run_1/congestion_map.png
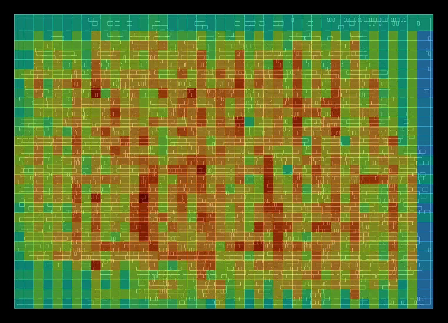
run_1/sizing.png
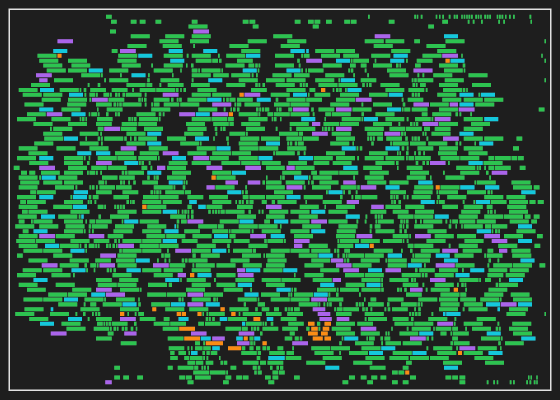
run_1/util_map.png
Bar = 100 um. 30 x 21 tiles, from dark blue (low) to red (high), 0 to 100% covered.
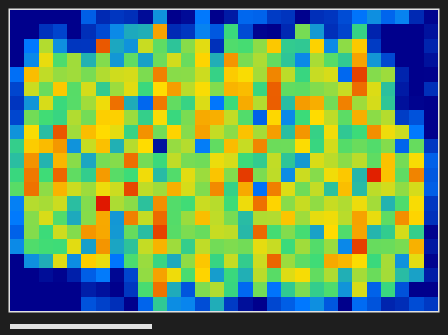
--- src/rtl/eth_rx_word_packer_if.sv ---
// Word stream between the Ethernet receive packer and its consumer.
// The packer drives the word/aux/valid side, the consumer drives ready.
interface eth_rx_word_packer_if;
  logic [63:0] rxq_bits;
  logic [7:0]  rxq_aux_bits;
  logic        rxq_val;
  logic        rxq_rdy;

  modport master (output rxq_bits, output rxq_aux_bits, output rxq_val, input rxq_rdy);
  modport slave  (input rxq_bits, input rxq_aux_bits, input rxq_val, output rxq_rdy);
endinterface

--- src/rtl/eth_rx_word_packer.sv ---
// Packs MAC receive bytes into 64-bit little-endian rxq words tagged with count/last/error aux bits.
// Define ETH_RX_STATS_EN to build the saturating frame and drop counters.
module eth_rx_word_packer #(
  parameter int  FIFO_DEPTH = 8,
  localparam int CNT_W      = $clog2(FIFO_DEPTH) + 1
) (
  input  logic                        clk,
  input  logic                        reset_n,
  input  logic [7:0]                  rx_data,
  input  logic                        rx_val,
  input  logic                        rx_last,
  input  logic                        rx_err,
  eth_rx_word_packer_if.master        rxq,
  output logic [31:0]                 stat_frames,
  output logic [15:0]                 stat_drops
);

  localparam int AW = CNT_W - 1;

  typedef enum logic [1:0] {
    ST_IDLE    = 2'd0,
    ST_RECV    = 2'd1,
    ST_DROP    = 2'd2,
    ST_DISCARD = 2'd3
  } state_t;

  state_t          state_r;
  logic [63:0]     asm_r;
  logic [2:0]      idx_r;
  logic            err_r;
  logic            marker_pend_r;

  logic [71:0]     mem_r [FIFO_DEPTH];
  logic [AW-1:0]   rd_ptr_r;
  logic [AW-1:0]   wr_ptr_r;
  logic [CNT_W-1:0] count_r;
  logic [63:0]     rxq_bits_r;
  logic [7:0]      rxq_aux_r;
  logic            rxq_val_r;

  logic            pack_s;
  logic [63:0]     word_s;
  logic            frame_push_s;
  logic            frame_err_s;
  logic            push_req_s;
  logic [63:0]     push_word_s;
  logic [7:0]      push_aux_s;
  logic            full_s;
  logic            pop_s;
  logic            room_s;
  logic            push_ok_s;
  logic            frame_ok_s;
  logic            frame_rej_s;
  logic            discard_s;
  logic            arm_s;
  logic [AW-1:0]   rd_next_s;
  logic [CNT_W-1:0] count_next_s;
  logic [CNT_W-1:0] left_s;

  // Byte packing, push arbitration between marker and frame words, FIFO bookkeeping.
  always_comb begin
    pack_s       = rx_val && ((state_r == ST_RECV) || ((state_r == ST_IDLE) && !marker_pend_r));
    word_s       = asm_r | ({56'd0, rx_data} << {idx_r, 3'b000});
    frame_push_s = pack_s && ((idx_r == 3'd7) || rx_last);
    frame_err_s  = err_r | rx_err;
    push_req_s   = marker_pend_r | frame_push_s;
    if (marker_pend_r) begin
      push_word_s = 64'd0;
      push_aux_s  = 8'hC0;
    end else begin
      push_word_s = word_s;
      push_aux_s  = {frame_err_s, rx_last, 3'b000, idx_r};
    end
    full_s       = (count_r == CNT_W'(FIFO_DEPTH));
    pop_s        = rxq_val_r & rxq.rxq_rdy;
    room_s       = ~full_s | pop_s;
    push_ok_s    = push_req_s & room_s;
    frame_ok_s   = frame_push_s & ~marker_pend_r & room_s;
    frame_rej_s  = frame_push_s & ~frame_ok_s;
    discard_s    = rx_val && (state_r == ST_IDLE) && marker_pend_r;
    arm_s        = (frame_rej_s & rx_last) | ((state_r == ST_DROP) & rx_val & rx_last);
    rd_next_s    = rd_ptr_r + AW'(pop_s);
    count_next_s = count_r + CNT_W'(push_ok_s) - CNT_W'(pop_s);
    left_s       = count_r - CNT_W'(pop_s);
  end

  // Frame state machine, byte assembler, sticky error and marker-pending flag.
  always_ff @(posedge clk or negedge reset_n) begin
    if (!reset_n) begin
      state_r       <= ST_IDLE;
      asm_r         <= 64'd0;
      idx_r         <= 3'd0;
      err_r         <= 1'b0;
      marker_pend_r <= 1'b0;
    end else begin
      if (rx_val) begin
        err_r <= rx_last ? 1'b0 : frame_err_s;
      end else begin
        err_r <= err_r;
      end

      if (pack_s && frame_push_s) begin
        asm_r <= 64'd0;
        idx_r <= 3'd0;
      end else if (pack_s) begin
        asm_r <= word_s;
        idx_r <= idx_r + 3'd1;
      end else begin
        asm_r <= asm_r;
        idx_r <= idx_r;
      end

      // A truncated frame always owes the consumer one terminating error word.
      if (arm_s) begin
        marker_pend_r <= 1'b1;
      end else if (marker_pend_r && push_ok_s) begin
        marker_pend_r <= 1'b0;
      end else begin
        marker_pend_r <= marker_pend_r;
      end

      case (state_r)
        ST_IDLE, ST_RECV: begin
          if (discard_s) begin
            state_r <= rx_last ? ST_IDLE : ST_DISCARD;
          end else if (pack_s && frame_rej_s) begin
            state_r <= rx_last ? ST_IDLE : ST_DROP;
          end else if (pack_s) begin
            state_r <= rx_last ? ST_IDLE : ST_RECV;
          end else begin
            state_r <= state_r;
          end
        end
        ST_DROP, ST_DISCARD: begin
          if (rx_val && rx_last) begin
            state_r <= ST_IDLE;
          end else begin
            state_r <= state_r;
          end
        end
        default: state_r <= ST_IDLE;
      endcase
    end
  end

  // Word storage; contents are meaningless outside the pointer window so no reset is needed.
  always_ff @(posedge clk) begin
    if (push_ok_s) begin
      mem_r[wr_ptr_r] <= {push_aux_s, push_word_s};
    end
  end

  // Pointers, occupancy and the registered first-word-fall-through head.
  always_ff @(posedge clk or negedge reset_n) begin
    if (!reset_n) begin
      rd_ptr_r   <= '0;
      wr_ptr_r   <= '0;
      count_r    <= '0;
      rxq_val_r  <= 1'b0;
      rxq_bits_r <= 64'd0;
      rxq_aux_r  <= 8'd0;
    end else begin
      rd_ptr_r  <= rd_next_s;
      wr_ptr_r  <= wr_ptr_r + AW'(push_ok_s);
      count_r   <= count_next_s;
      rxq_val_r <= (count_next_s != '0);
      // With nothing left behind the head, a new word bypasses the array.
      if ((left_s == '0) && push_ok_s) begin
        {rxq_aux_r, rxq_bits_r} <= {push_aux_s, push_word_s};
      end else if ((left_s != '0) && pop_s) begin
        {rxq_aux_r, rxq_bits_r} <= mem_r[rd_next_s];
      end else begin
        {rxq_aux_r, rxq_bits_r} <= {rxq_aux_r, rxq_bits_r};
      end
    end
  end

  assign rxq.rxq_bits     = rxq_bits_r;
  assign rxq.rxq_aux_bits = rxq_aux_r;
  assign rxq.rxq_val      = rxq_val_r;

`ifdef ETH_RX_STATS_EN
  logic [31:0] frames_r;
  logic [15:0] drops_r;
  logic        frame_done_s;
  logic        drop_evt_s;

  assign frame_done_s = frame_ok_s & rx_last & ~frame_err_s;
  assign drop_evt_s   = frame_rej_s | discard_s;

  // Saturating delivered-frame and truncated/discarded-frame counters.
  always_ff @(posedge clk or negedge reset_n) begin
    if (!reset_n) begin
      frames_r <= 32'd0;
      drops_r  <= 16'd0;
    end else begin
      if (frame_done_s && (frames_r != {32{1'b1}})) begin
        frames_r <= frames_r + 32'd1;
      end else begin
        frames_r <= frames_r;
      end
      if (drop_evt_s && (drops_r != {16{1'b1}})) begin
        drops_r <= drops_r + 16'd1;
      end else begin
        drops_r <= drops_r;
      end
    end
  end

  assign stat_frames = frames_r;
  assign stat_drops  = drops_r;
`else
  assign stat_frames = 32'd0;
  assign stat_drops  = 16'd0;
`endif

endmodule

--- src/flat_wrapper.sv ---
// flat-port wrapper written by rule: the top's interface ports become plain ports
module eth_rx_word_packer_flat 
#(
  parameter int  FIFO_DEPTH = 8,
  localparam int CNT_W      = $clog2(FIFO_DEPTH) + 1
)
  (clk, reset_n, rx_data, rx_val, rx_last, rx_err, stat_frames, stat_drops, rxq_rxq_bits, rxq_rxq_aux_bits, rxq_rxq_val, rxq_rxq_rdy);
  eth_rx_word_packer_if rxq_i ();
  input  logic clk;
  input  logic reset_n;
  input  logic [7:0] rx_data;
  input  logic rx_val;
  input  logic rx_last;
  input  logic rx_err;
  output logic [31:0] stat_frames;
  output logic [15:0] stat_drops;
  output wire logic [$bits(rxq_i.rxq_bits)-1:0] rxq_rxq_bits;
  output wire logic [$bits(rxq_i.rxq_aux_bits)-1:0] rxq_rxq_aux_bits;
  output wire logic [$bits(rxq_i.rxq_val)-1:0] rxq_rxq_val;
  input wire logic [$bits(rxq_i.rxq_rdy)-1:0] rxq_rxq_rdy;
  assign rxq_rxq_bits = rxq_i.rxq_bits;
  assign rxq_rxq_aux_bits = rxq_i.rxq_aux_bits;
  assign rxq_rxq_val = rxq_i.rxq_val;
  assign rxq_i.rxq_rdy = rxq_rxq_rdy;
  eth_rx_word_packer #(.FIFO_DEPTH(FIFO_DEPTH)) u_core (.clk(clk), .reset_n(reset_n), .rx_data(rx_data), .rx_val(rx_val), .rx_last(rx_last), .rx_err(rx_err), .rxq(rxq_i), .stat_frames(stat_frames), .stat_drops(stat_drops));
endmodule
--- config.mk ---
export PLATFORM = sky130hd
export DESIGN_NAME = eth_rx_word_packer_flat
export DESIGN_NICKNAME = d
export VERILOG_FILES = /design/src/rtl/eth_rx_word_packer_if.sv /design/src/rtl/eth_rx_word_packer.sv /design/src/flat_wrapper.sv
export SDC_FILE = /design/constraint.sdc
export NUM_CORES = 1
export LEC_CHECK = 0
export CORE_ASPECT_RATIO = 0.7
export CORE_MARGIN = 1.5
export CORE_UTILIZATION = 45
export DETAILED_ROUTE_END_ITERATION = 6
export PLACE_DENSITY_LB_ADDON = 0.2
export SYNTH_ARGS = -nofsm -noshare
export SYNTH_HDL_FRONTEND = slang
export SYNTH_SLANG_ARGS = --single-unit
--- constraint.sdc ---
create_clock -name clk -period 7.4 [get_ports clk]
set_input_delay 2.22 -clock clk [delete_from_list [all_inputs] [get_ports clk]]
set_output_delay 2.22 -clock clk [all_outputs]
set_load 0.03 [all_outputs]
==> results.txt, run 1 <==
status: finished clean
antenna violations before repair: 2
DIE AREA: 63,870 um2
Post-synth EDFFs: 552
critical-path cell list: clkdlybuf4s50_1 > nand2_1 > inv_1 > ha_1 > inv_1 > ha_1 > nand2b_1 > nor4_2 > and4b_2 > buf_4 > a221o_1
OpenROAD warning count: 28
CP max FO: 23
Post-Layout Cell Count: 2,643
Post-synth seq share: 0.7256
worst slack, placed: 1479 ps
area of the mapped netlist: 28,050 um2
Clock group: 3480 uW
clk ins delay skew pair: 610 ps
Comb power: 4790 uW
post-route antenna net violation count: 0
Initial DRT Pass Iterations: 5
Routability Congestion: 0.7281
layout cells sized above 1: 0.1612
Sw Share: 0.3350
Worst Path Buf+Inv: 4
worst setup margin: 2125 ps
final setup vio count: 0
pwr/cell area: 427.9 nW/um2
Crit path largest cell delay: 830 ps
top-count cell post-synth: edfxtp_1
PortBufs: 83
Setup Buffers After CTS: 0
Layout fillers: 4,955
RSZ-0062 raised after global routing: no
Comb area: 6860 um2
Die H: 211.9 um
Top cells excl fill/tap: 552 x edfxtp_1, 150 x dfrtp_1, 143 x nand2_1, 138 x a21oi_1, 138 x mux4_2
WP data arrival: 5810 ps
cts repair resizes: 0
core footprint: 61,520 um2
syn avg cell area: 16.59 um2
slowest CP cell: and4b_2
worst min-delay path class: reg2reg
Syn Inst Count: 1,691
Nets: 1,800
Worst Skew: 15.07 ps
via count: 15,070
fin crit period: 5275 ps
Worst Setup End Kind: flip-flop
Least-Margin Pin Slew: 1248 ps
# Cells Yosys: 1,691
Overall Power: 13,690 uW
GRT overflow: 0
net switching power: 4584 uW
Synth cell types: 45
Die X: 301.4 um
CTS buffer count: 69
share of power burned in registers: 0.396
Back to the opening pictures, congestion_map.png:
total global-route track usage: 0.2166
Wirelength per Cell: 25.41 um
Core Util, Final: 0.5198
met2 usage: 0.3475
M1 GR Usage: 0.3099

Back to the opening pictures, sizing.png:
[cyan] x2 | cells: 156 | most used: mux4_2
[purple] x6 and larger | cells: 103 | most used: clkbuf_16
[green] x1 and smaller | cells: 1,530 | most used: edfxtp_1
[orange] x3 and x4 | cells: 35 | most used: buf_4

Back to the opening pictures, util_map.png:
tiles over 75% full: 16%
fullest tile: 97%
nearly empty tiles: 8.6%

[run 1: worst paths after layout]
kind	from	end	slack, ps	depth (start not counted)
worst min-delay path	u_core.err_r	u_core.err_r	520	2
max in group asynchronous	reset_n	u_core.marker_pend_r	4560	2
min in group asynchronous	reset_n	u_core.asm_r[38]	1720	1
worst max register to register	u_core.idx_r[1]	u_core.mem_r[4][41]	3700	7
worst max-delay path	rxq_rxq_rdy	u_core.rxq.rxq_bits[17]	2120	11
worst min register to register	u_core.err_r	u_core.err_r	520	2
[run 1: cell type report]
class / count / area share
clock buffers: 98 / 0.06349
clock inverters: 25 / 0.006885
inverters: 65 / 0.007629
multi-input cells: 818 / 0.2145
flip-flops and latches: 703 / 0.6365
well taps: 819 / 0.03204
repair buffers: 115 / 0.03900
[run 1: flip-flops by register name, summed over array words and instances, names as in the netlist]
name                     flops
u_core.rxq.rxq_val           1
u_core.err_r                 1
u_core.rd_ptr_r              3
u_core.rxq.rxq_aux_bits      5
u_core.rxq.rxq_bits         64
u_core.idx_r                 3
u_core.asm_r                64
u_core.wr_ptr_r              3
u_core.count_r               4
u_core.state_r               2
u_core.marker_pend_r         1
u_core.mem_r               552
[run 1: cells by family (layout without fill, tap and decap cells)]
kind of cell	count (synthesis)	count (layout)	share of synthesized area
buf+inv	220	303	0.04055
other cells	1	51	0.0001337
fa+ha+maj	14	14	0.006513
xor+xnor	5	5	0.001829
mux	139	139	0.1112
compound gates	229	229	0.05642
flops	703	703	0.7256
simple gates	380	380	0.05772
[run 1: layer usage]
layer,vias to the layer above,wire length (um),GRT usage
met2,507,32330,0.3475
met5,-,0,0
met4,0,922,0.04592
met3,69,4849,0.04136
met1,7968,29070,0.3099
li1,6529,-,-
==> run 1 -> run 2 <==
==> constraint.sdc (replaced) <==
create_clock -name clk -period 4.8 [get_ports clk]
set_input_delay 1.44 -clock clk [delete_from_list [all_inputs] [get_ports clk]]
set_output_delay 1.44 -clock clk [all_outputs]
set_load 0.03 [all_outputs]
==> run 2 against run 1 <==
Worst hold slack improved by 5.8 ps; combinational power increased by 55%; critical endpoint is now u_core.rxq.rxq_bits[59]; die area unchanged; core utilization increased by 0.49 points; largest cell class unchanged; register-to-register slack got worse by 2200 ps.
==> results.txt, run 2 <==
status: finished clean
Clock Sinks: 703
Nets: 1,819 (+1.1%)
Largest register FFs: 552 (unchanged)
Yosys reg bits: 703
Pint: 14,020 uW
H-Tree Level Count: 3
Largest logic family: multiplexers
slowest CP cell: nor4_2
via count: 15,180 (+0.71%)
Synth cell types: 45 (unchanged)
critical path class: in2reg
P_seq: 8370 uW
Comb power frac: 0.352
setup_tns: 0 ps
critical-path cell list: clkdlybuf4s50_1 > nand2_1 > inv_1 > ha_1 > inv_1 > ha_1 > nand2b_1 > nor4_2 > and4b_2 > buf_12 > a221o_1
Worst Setup End Kind: flip-flop
Syn Inst Count: 1,691 (unchanged)
Root Buffer: clkbuf_16
Top cells by area: edfxtp_1 59%, dfrtp_1 13%, mux4_2 11%
Worst Path Buf+Inv: 4 (unchanged)
area share, top type: 0.5909
Clock group: 5330 uW (+53%)
Initial DRT Pass Iterations: 5 (unchanged)
Worst Skew: 25.19 ps (+10.12 ps)
# Cells Yosys: 1,691 (unchanged)
clk ins delay skew pair: 610 ps (about the same)
Top cells excl fill/tap: 552 x edfxtp_1, 150 x dfrtp_1, 143 x nand2_1, 138 x a21oi_1, 138 x mux4_2
RSZ-0062 raised after global routing: no
CP max FO: 43 (+87%)
Routability Congestion: 0.7433 (+2.1%)
CTS buffer count: 69 (unchanged)
Async S/R FF share, synth: 0.2148
Post-synth seq share: 0.7256 (unchanged)
clock buffer depth: 3
WP data arrival: 4500 ps (-1310 ps)
ao+oa area frac: 0.05643 (unchanged)
Post-DP Area: 30,080 um2
Inst Count DP: 2,539
Period Utilization, post-route: 0.8249
share of power burned in registers: 0.396 (about the same)
synthesis area per yosys: 28,050 um2
worst min-delay path class: reg2reg
Die X: 301.4 um (unchanged)
DIE AREA: 63,870 um2 (unchanged)
Die H: 211.9 um (unchanged)
# IOs: 135
Top reg by flops: u_core.mem_r
fin crit period: 3960 ps
Post-synth EDFFs: 552 (unchanged)
Comb power: 7440 uW (+55%)
synth warn: 0
vias in the first global route: 15,650
Sw Share: 0.3368 (+0.001796)
top-count cell post-synth: edfxtp_1
Crit path largest cell delay: 480 ps (-350 ps)
cts repair resizes: 0 (unchanged)
pwr/cell area: 654.7 nW/um2 (+53%)
Max Fclk: 252.6 MHz
Wirelength per Cell: 25.52 um (+0.43%)
Iteration-0 DRC Markers: 1,368
largest net degree at the start of global routing: 76
XOR Share, Synth: 0.001829 (unchanged)
post-route antenna net violation count: 0 (unchanged)
Worst setup SP type: input port
PortBufs: 83 (unchanged)
WP data required: 5340 ps
Layout fillers: 4,905 (-1.0%)
final setup vio count: 0 (unchanged)
and+or+nand+nor area frac: 0.05772 (unchanged)
GRT overflow: 0 (unchanged)
syn avg cell area: 16.59 um2 (unchanged)
OpenROAD warning count: 29 (+3.6%)
fa+ha+maj area frac: 0.006512 (unchanged)
core footprint: 61,520 um2 (unchanged)
Synth mux share: 0.1112 (unchanged)
area of the mapped netlist: 28,050 um2 (unchanged)
antenna violations before repair: 0 (-2)
Least-Margin Pin Slew: 1224 ps (-24.47 ps)
Final Hold Viols: 0
layout cells sized above 1: 0.1700 (+0.008821)
top_reg_cell synth: edfxtp_1
Setup Buffers After CTS: 0 (unchanged)
Clk network pwr share: 0.252
Post-Layout Cell Count: 2,666 (+0.87%)
net switching power: 7119 uW (+55%)
==> run 2: kinds of logic (layout without fill, tap and decap cells) <==
family / Yosys count / after routing
muxes: 139 / 139
DFF: 703 / 703
xor gates and xnor gates: 5 / 5
and+or+nand+nor: 380 / 380
adders and majority gates: 14 / 14
other: 1 / 51
buffers and inverters: 220 / 326
AOI/OAI and AO/OA: 229 / 229
==> run 2: stage by stage <==
step	setup WS, ps	power (uW)
4_1_cts	874.7	21380
2_1_floorplan	-701.6	13490
5_1_grt	695.2	22190
6_report	840.5	21140
3_3_place_gp	343.2	15900
3_5_place_dp	249.5	16030
==> run 2: routing by layer <==
layer,wire [um],vias to the layer above,global-route usage
li1,-,6573,-
met1,28870,7916,0.3102
met2,32820,582,0.3527
met3,4758,109,0.03746
met4,1589,0,0.06151
met5,0,-,0
==> run 2: worst paths after layout <==
| kind | start | endpoint | slack [ps] | cells after the start |
|---|---|---|---|---|
| min reg2reg | u_core.rxq.rxq_bits[37] | u_core.rxq.rxq_bits[37] | 520 | 1 |
| max reg2reg | u_core.idx_r[0] | u_core.rxq.rxq_val | 1480 | 10 |
| min | u_core.rxq.rxq_bits[37] | u_core.rxq.rxq_bits[37] | 520 | 1 |
| min in group asynchronous | reset_n | u_core.asm_r[7] | 830 | 1 |
| max in group asynchronous | reset_n | u_core.rxq.rxq_bits[19] | 3120 | 2 |
| max | rxq_rxq_rdy | u_core.rxq.rxq_bits[59] | 840 | 11 |
==> run 2: cell type report <==
class,instances,area [um2],share of cell area
Clock inverter,30,267.8,0.008293
Sequential cell,703,20360,0.6305
Clock buffer,97,1944,0.06022
Tap cell,819,1025,0.03174
Timing Repair Buffer,134,1590,0.04925
Inverter,65,244.0,0.007557
Multi-Input combinational cell,818,6860,0.2125
run_2/route_heat.png
Bar = 100 um. 30 x 21 tiles, from dark blue (low) to red (high), scaled to the fullest tile. Values are wire area over tile area, all layers added.
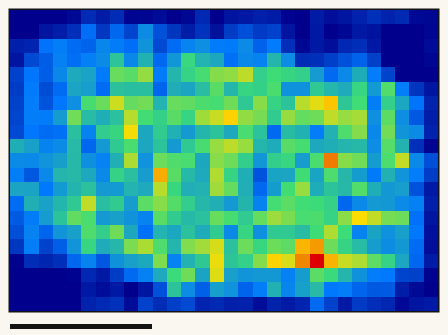
nearly empty tiles: 8.9%
tiles over half the peak: 21%
emptiest ninth of the die: top right
densest ninth of the die: middle
mean over tiles: 0.17

run_2/congestion_map.png
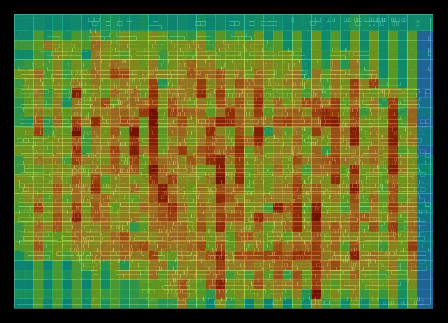
Core Util, Final: 0.5248
GRT Max-Usage Layer: met2
total global-route track usage: 0.2194

Power and IR drop assume default switching activity.
